--- config.mk ---
export PLATFORM = sky130hd
export DESIGN_NAME = priority_decoder_driver
export DESIGN_NICKNAME = d
export VERILOG_FILES = /design/src/rtl/priority_decoder_driver.sv
export SDC_FILE = /design/constraint.sdc
export NUM_CORES = 1
export LEC_CHECK = 0
export CORE_AREA = 5 5 42 44
export DETAILED_ROUTE_END_ITERATION = 10
export DIE_AREA = 0 0 47 49
export HOLD_SLACK_MARGIN = 0.06
export PLACE_DENSITY = 0.89
export RECOVER_POWER = 50
export SLEW_MARGIN = 20
export SYNTH_ARGS = -nofsm -noshare
export SYNTH_HDL_FRONTEND = slang
export SYNTH_SLANG_ARGS = --single-unit
--- constraint.sdc ---
create_clock -name clk -period 3 [get_ports clk]
set_clock_uncertainty 0.1 [all_clocks]
set_input_delay 0.3 -clock clk [delete_from_list [all_inputs] [get_ports clk]]
set_output_delay 0.3 -clock clk [all_outputs]
set_load 0.02 [all_outputs]
--- src/rtl/priority_decoder_driver.sv ---
// Registered index-to-line decoder: accepts an encoded index and drives the decoded vector for
// HOLD cycles, then idles GAP cycles. Define PRIORITY_DECODER_THERMO_EN for thermometer output.
module priority_decoder_driver #(
    parameter int unsigned IN_W  = 3,
    parameter int unsigned OUT_W = 8,
    parameter int unsigned HOLD  = 4,
    parameter int unsigned GAP   = 1
) (
    input  logic             clk,
    input  logic             rst,
    input  logic             in_valid,
    output logic             in_ready,
    input  logic [IN_W-1:0]  in,
    output logic [OUT_W-1:0] out,
    output logic             busy,
    output logic             done,
    output logic             err
);

    localparam int unsigned CNT_MAX = (HOLD > GAP) ? HOLD : GAP;
    localparam int unsigned CNT_W   = (CNT_MAX > 1) ? $clog2(CNT_MAX) : 1;

    localparam logic [1:0] S_IDLE  = 2'd0;
    localparam logic [1:0] S_DRIVE = 2'd1;
    localparam logic [1:0] S_GAP   = 2'd2;

    logic [1:0]       state_q, state_d;
    logic [CNT_W-1:0] cnt_q, cnt_d;
    logic [OUT_W-1:0] out_q, out_d;
    logic             err_q, err_d;
    logic [OUT_W-1:0] decoded;
    logic             accept;
    logic             in_range;

    always_comb begin
        decoded = '0;
        for (int i = 0; i < OUT_W; i++) begin
`ifdef PRIORITY_DECODER_THERMO_EN
            decoded[i] = (i <= int'(in));
`else
            decoded[i] = (i == int'(in));
`endif
        end
    end

    assign in_range = (32'(in) < OUT_W);
    assign accept   = in_valid && in_ready;

    always_comb begin
        state_d = state_q;
        cnt_d   = cnt_q;
        out_d   = out_q;
        err_d   = 1'b0;
        case (state_q)
            S_IDLE: begin
                out_d = '0;
                if (accept) begin
                    if (in_range) begin
                        out_d   = decoded;
                        cnt_d   = CNT_W'(HOLD - 1);
                        state_d = S_DRIVE;
                    end else begin
                        // Out-of-range index is consumed but produces no drive.
                        err_d = 1'b1;
                    end
                end
            end
            S_DRIVE: begin
                if (cnt_q == '0) begin
                    out_d = '0;
                    if (GAP > 0) begin
                        cnt_d   = CNT_W'(GAP - 1);
                        state_d = S_GAP;
                    end else begin
                        state_d = S_IDLE;
                    end
                end else begin
                    cnt_d = cnt_q - CNT_W'(1);
                end
            end
            S_GAP: begin
                out_d = '0;
                if (cnt_q == '0) begin
                    state_d = S_IDLE;
                end else begin
                    cnt_d = cnt_q - CNT_W'(1);
                end
            end
            default: begin
                out_d   = '0;
                cnt_d   = '0;
                state_d = S_IDLE;
            end
        endcase
    end

    always_ff @(posedge clk) begin
        if (rst) begin
            state_q <= S_IDLE;
            cnt_q   <= '0;
            out_q   <= '0;
            err_q   <= 1'b0;
        end else begin
            state_q <= state_d;
            cnt_q   <= cnt_d;
            out_q   <= out_d;
            err_q   <= err_d;
        end
    end

    // Handshake and pulses are masked while reset is asserted so nothing leaks out of a reset cycle.
    assign in_ready = (state_q == S_IDLE) && !rst;
    assign busy     = (state_q != S_IDLE);
    assign done     = (state_q == S_DRIVE) && (cnt_q == '0) && !rst;
    assign err      = err_q && !rst;
    assign out      = out_q;

endmodule

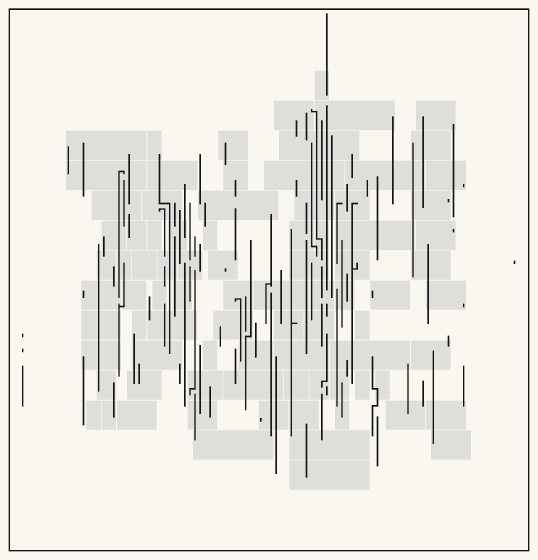
*The metal 2 layer, run 1*
wire length on this layer	539 um
nets with wire on the layer	79
share of all routed wire	42%
main direction	vertical
Post-Route WL: 1290 um
GR met2 Demand/Resource: 17.9%
DR vias: 537

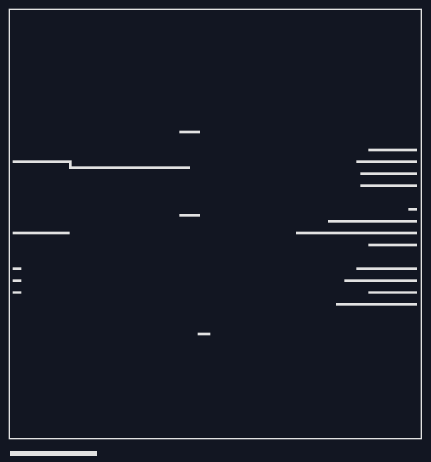
*M3 wires, run 1*
Scale bar: 10 um.
main direction	horizontal
nets with wire on the layer	18
longest straight run	13.6 um
share of all routed wire	9.1%
wire length on this layer	117 um
global routing usage on met3: 5.17%

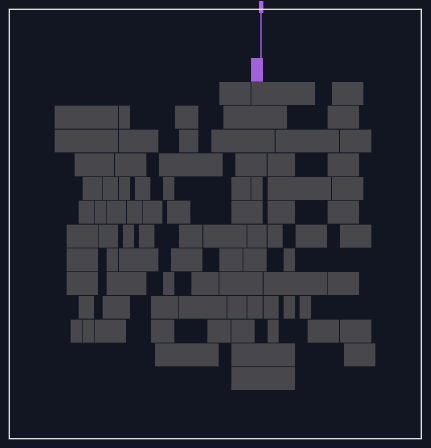
*Nets reached from selected ports, run 1*
color	port	direction	edge	end cells	buffers	wire
purple	`err`	output	top	1	0	7.30 um
Port Buffer Count: 16
I/O pin cnt: 18

==> changes_impl.md, run 1 <==
### Changed

- Yosys simple share: 27.8%
- Drt pass-1 iters: 2
- Slew of the pin with the lowest slew margin: 0.668 ns
- Root Driver: clkbuf_4
- Pwr dens: 474 nW/um^2
- Antenna violations before repair: 0
- # rows: 14
- Non-Filler Instances: 101
- AO/OA Area Share: 18.5%
- Syn Nets: 78
- Non-clk buf share: 20.5%
- Seq/Total Area, Yosys: 39.0%
- Max FFs per register: 8
- Pre-CTS setup slack: 0.913 ns
- Synth top area cells: dfxtp_1 39%, ha_1 8.1%, nor2_1 3.7%
- R2R cell count: 4
- Crit end category: output port
- Die area: 2300 um^2
- Ys flop type: dfxtp_1
- Routed Antenna Nets: 0
- # hold bufs at CTS: 0
- Cell Type Count: 30
- TNS Setup: 0 ns
- Net Switching: 109 uW
- Worst r2r src: cnt_q[0]
- RSZ-0062 raised after global routing: false
- Setup-failing EPs final: 0
- Reg power frac: 46.2%
- Combinational logic power: 82.9 uW
- Slew headroom: 55.3%
- Combinational share of cell area: 41.4%
- Flop count: 12
- Seq/total area: 29.4%
- Wirelength per Cell: 12.8 um
- Post-synthesis async set-or-reset flop share: 0%
- CTS Buf Count: 3
- Max-Cap Viols: 0
- Yosys stat cell total: 68
- Synth Area in XOR/XNOR: 0%
- Peak supply drop: 0.343 mV
- P_clk: 126 uW
- Total power draw: 388 uW
- Area of the multi-input gates: 339 um^2
- Layout area overhead: 32.9%
- Hold worst-path end: out[7]
- Drt drc: 0
- Final period util: 75.6%
- Late-Pin Clk Latency: 0.27 ns
- Critical path depth: 4
- Status: finished clean
- Inst Count DP: 97
- Met2 Wirelength: 538 um
- Post-synth top cells: 12 x dfxtp_1, 6 x nor2_1
- Ys flops: 12
- Metal-1 WL: 609 um
- Core ar.: 1400 um^2
- Floorplan core density: 43.9%
- Startpoint Class: register
- H-tree levels: 1
- Plain + repair buffers: 17
- Crit path launch: cnt_q[0]
- Post-cts gate resize count: 0
- Final count of hold timing violations: 0
==> run 2, diff against run 1 <==
--- a/config.mk
+++ b/config.mk
@@ -5,11 +5,11 @@
 export SDC_FILE = /design/constraint.sdc
 export NUM_CORES = 1
 export LEC_CHECK = 0
-export CORE_AREA = 5 5 42 44
+export CORE_MARGIN = 5
+export CORE_UTILIZATION = 44
 export DETAILED_ROUTE_END_ITERATION = 10
-export DIE_AREA = 0 0 47 49
 export HOLD_SLACK_MARGIN = 0.06
-export PLACE_DENSITY = 0.89
+export PLACE_DENSITY = 0.86
 export RECOVER_POWER = 50
 export SLEW_MARGIN = 20
 export SYNTH_ARGS = -nofsm -noshare
==> constraint.sdc (replaced) <==
create_clock -name clk -period 2.1 [get_ports clk]
set_clock_uncertainty 0.1 [all_clocks]
set_input_delay 0.21 -clock clk [delete_from_list [all_inputs] [get_ports clk]]
set_output_delay 0.21 -clock clk [all_outputs]
set_load 0.02 [all_outputs]
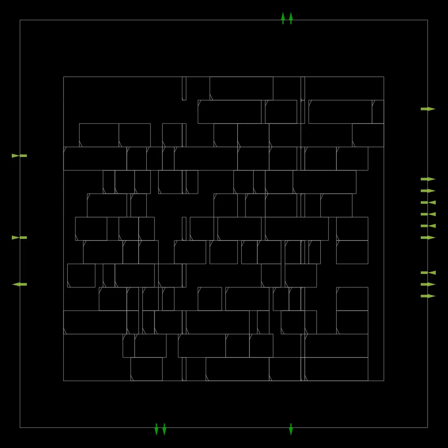
*Placement view, run 2*
# rows: 13
fill cell count: 117
Non-Filler Instances: 102
Tapcells: 15

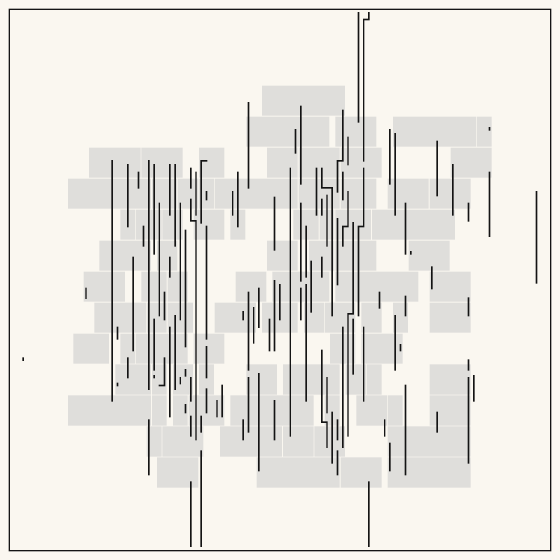
*The metal 2 layer, run 2*
GR met2 Demand/Resource: 19.8%
DR vias: 544
Post-Route WL: 1270 um

==> run 2 against run 1 <==
Worst setup slack got worse by 0.57 ns. Non-clock buffer count increased by 2. Sequential power increased by 41%. Worst hold slack about the same. Flip-flop count unchanged. Cell area increased by 1.5%. Die area decreased by 2.4%. Area after synthesis unchanged. Via count increased by 1.3%. Clock power increased by 45%. Cell count increased by 0.99%. Critical path type unchanged. Wire length decreased by 1.8%.
==> changes_impl.md, run 2 <==
### Changed

- Total power draw: 561 uW
- Hold worst-path end: out[4]
- Critical path depth: 3
- Routed Antenna Nets: 0
- Synth top area cells: dfxtp_1 39%, ha_1 8.1%, nor2_1 3.7%
- Post-synthesis async set-or-reset flop share: 0%
- Met2 Wirelength: 567 um
- Seq/Total Area, Yosys: 39.0%
- Max FFs per register: 8
- Worst r2r src: cnt_q[0]
- Post-cts gate resize count: 1
- Root Driver: clkbuf_4
- R2R cell count: 5
- Net Switching: 159 uW
- RSZ-0062 raised after global routing: false
- I/O pin cnt: 18
- Post-synth top cells: 12 x dfxtp_1, 6 x nor2_1
- Peak supply drop: 0.375 mV
- Crit end category: output port
- Global routing usage on met3: 3.83%
- Die area: 2250 um^2
- Non-clk buf share: 21.8%
- Setup-failing EPs final: 0
- Metal-1 WL: 587 um
- Ys flops: 12
- Synth Area in XOR/XNOR: 0%
- Floorplan core density: 46.7%
- Pre-CTS setup slack: 0.164 ns
- Layout area overhead: 35.0%
- Max-Cap Viols: 0
- Wirelength per Cell: 12.4 um
- Core ar.: 1320 um^2
- Crit path launch: state_q[1]
- Flop count: 12
- Antenna violations before repair: 0
- CTS Buf Count: 3
- H-tree levels: 1
- Cell Type Count: 30
- Pwr dens: 675 nW/um^2
- Status: finished clean
- Final count of hold timing violations: 0
- AO/OA Area Share: 18.5%
- Ys flop type: dfxtp_1
- Yosys stat cell total: 68
- Syn Nets: 78
==> run 3, diff against run 2 <==
--- a/config.mk
+++ b/config.mk
@@ -5,11 +5,14 @@
 export SDC_FILE = /design/constraint.sdc
 export NUM_CORES = 1
 export LEC_CHECK = 0
+export ABC_AREA = 1
+export ABC_CLOCK_PERIOD_IN_PS = 2100
 export CORE_MARGIN = 5
-export CORE_UTILIZATION = 44
+export CORE_UTILIZATION = 46
 export DETAILED_ROUTE_END_ITERATION = 10
+export GPL_TIMING_DRIVEN = 0
 export HOLD_SLACK_MARGIN = 0.06
-export PLACE_DENSITY = 0.86
+export PLACE_DENSITY = 0.87
 export RECOVER_POWER = 50
 export SLEW_MARGIN = 20
 export SYNTH_ARGS = -nofsm -noshare
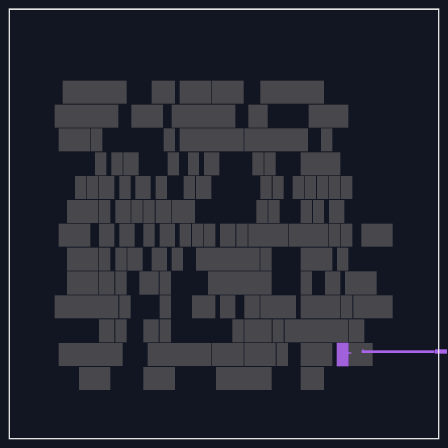
*Nets reached from selected ports, run 3*
color	port	direction	edge	end cells	buffers	wire
purple	`err`	output	right	1	1	8.70 um

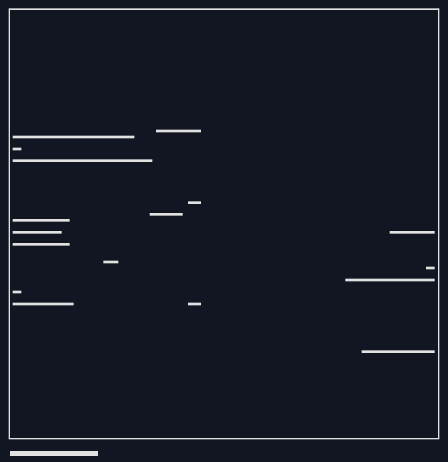
*M3 wires, run 3*
Scale bar: 10 um.
main direction	horizontal
nets with wire on the layer	14
Post-Route WL: 1390 um
global routing usage on met3: 5.20%

==> run 3 against run 2 <==
Cell count up 30%. Die area up 6.1%. Clock power down 28%. Wire length up 10%. Via count up 20%. Non-clock buffer count down 1. Area after synthesis up 13%. Critical path depth up 1. Utilization down 3.0 points. Global-route usage down 0.26 points. Worst hold slack better by 0.083 ns. Synthesized cell count up 44%. Critical endpoint is now in_ready.
==> changes_impl.md, run 3 <==
### Changed

- Status: finished clean
- Initial DRC Count: 3
- Post-synth top cells: 28 x nor2_1, 12 x dfxtp_1, 11 x nand2_1
- Metal-1 WL: 608 um
- Yosys top cell by instances: nor2_1
- Area of the multi-input gates: 378 um^2
- # hold bufs at CTS: 0
- Port Buffer Count: 16
- Final period util: 89.6%
- Late-Pin Clk Latency: 0.26 ns
- Reg power frac: 48.0%
- Layout area overhead: 27.4%
- Wirelength per Cell: 10.5 um
- Combinational logic power: 140 uW
- Combinational share of cell area: 42.8%
- Crit path launch: state_q[0]
- Synth Area in XOR/XNOR: 0%
- Antenna violations before repair: 0
- Clock share of power: 25.3%
- Tapcells: 16
- Inverter count: 12
- Net Switching: 158 uW
- Die area: 2380 um^2
- Setup-failing EPs final: 0
- Number of enable flip-flop cells: 0
- Max FFs per register: 8
- Routed Antenna Nets: 0
- AO/OA Area Share: 10.3%
- Total power draw: 523 uW
- Startpoint Class: register
- RSZ-0062 raised after global routing: false
- Cell Type Count: 23
- Mapped cell area: 693 um^2
- Drt pass-1 iters: 4
- Detail Route met3 WL: 90 um
- Critical path depth: 4
- Inst Count DP: 130
- Synth top area cells: dfxtp_1 35%, nor2_1 15%, ha_1 7.2%
- CTS Buf Count: 3
- Placement Cell Area: 873 um^2
- Peak supply drop: 0.325 mV
- Seq/total area: 27.2%
- Floorplan core density: 47.1%
- Plain + repair buffers: 18
- Yosys stat cell total: 98
- Ys flop type: dfxtp_1
- Die Ht: 48.8 um
- GR met2 Demand/Resource: 23.3%
- Crit end category: output port
- R2R cell count: 5
- Max-Cap Viols: 0
- Worst-path clk slew: 0.07 ns
- Vias in the first global route: 616
- TNS Setup: 0 ns
- Pre-CTS setup slack: 0.172 ns
- Final min period: 1.88 ns
- Yosys simple share: 38.6%
- Syn Nets: 108
- Flop count: 12
- Final Cell Area: 883 um^2
- Clock Sink Count: 12
- Pwr dens: 592 nW/um^2
- Final count of hold timing violations: 0
- Non-clk buf share: 19.8%
- I/O pin cnt: 18
- Worst r2r src: cnt_q[0]
- Ys flops: 12
- Hold worst-path end: out[1]
- Core ar.: 1470 um^2
- Met2 Wirelength: 666 um
- Seq/Total Area, Yosys: 34.7%
- DR vias: 654
- # rows: 14
- H-tree levels: 1
- Fill cell count: 152
No activity file was given, so power comes from the tool's default toggle rates.
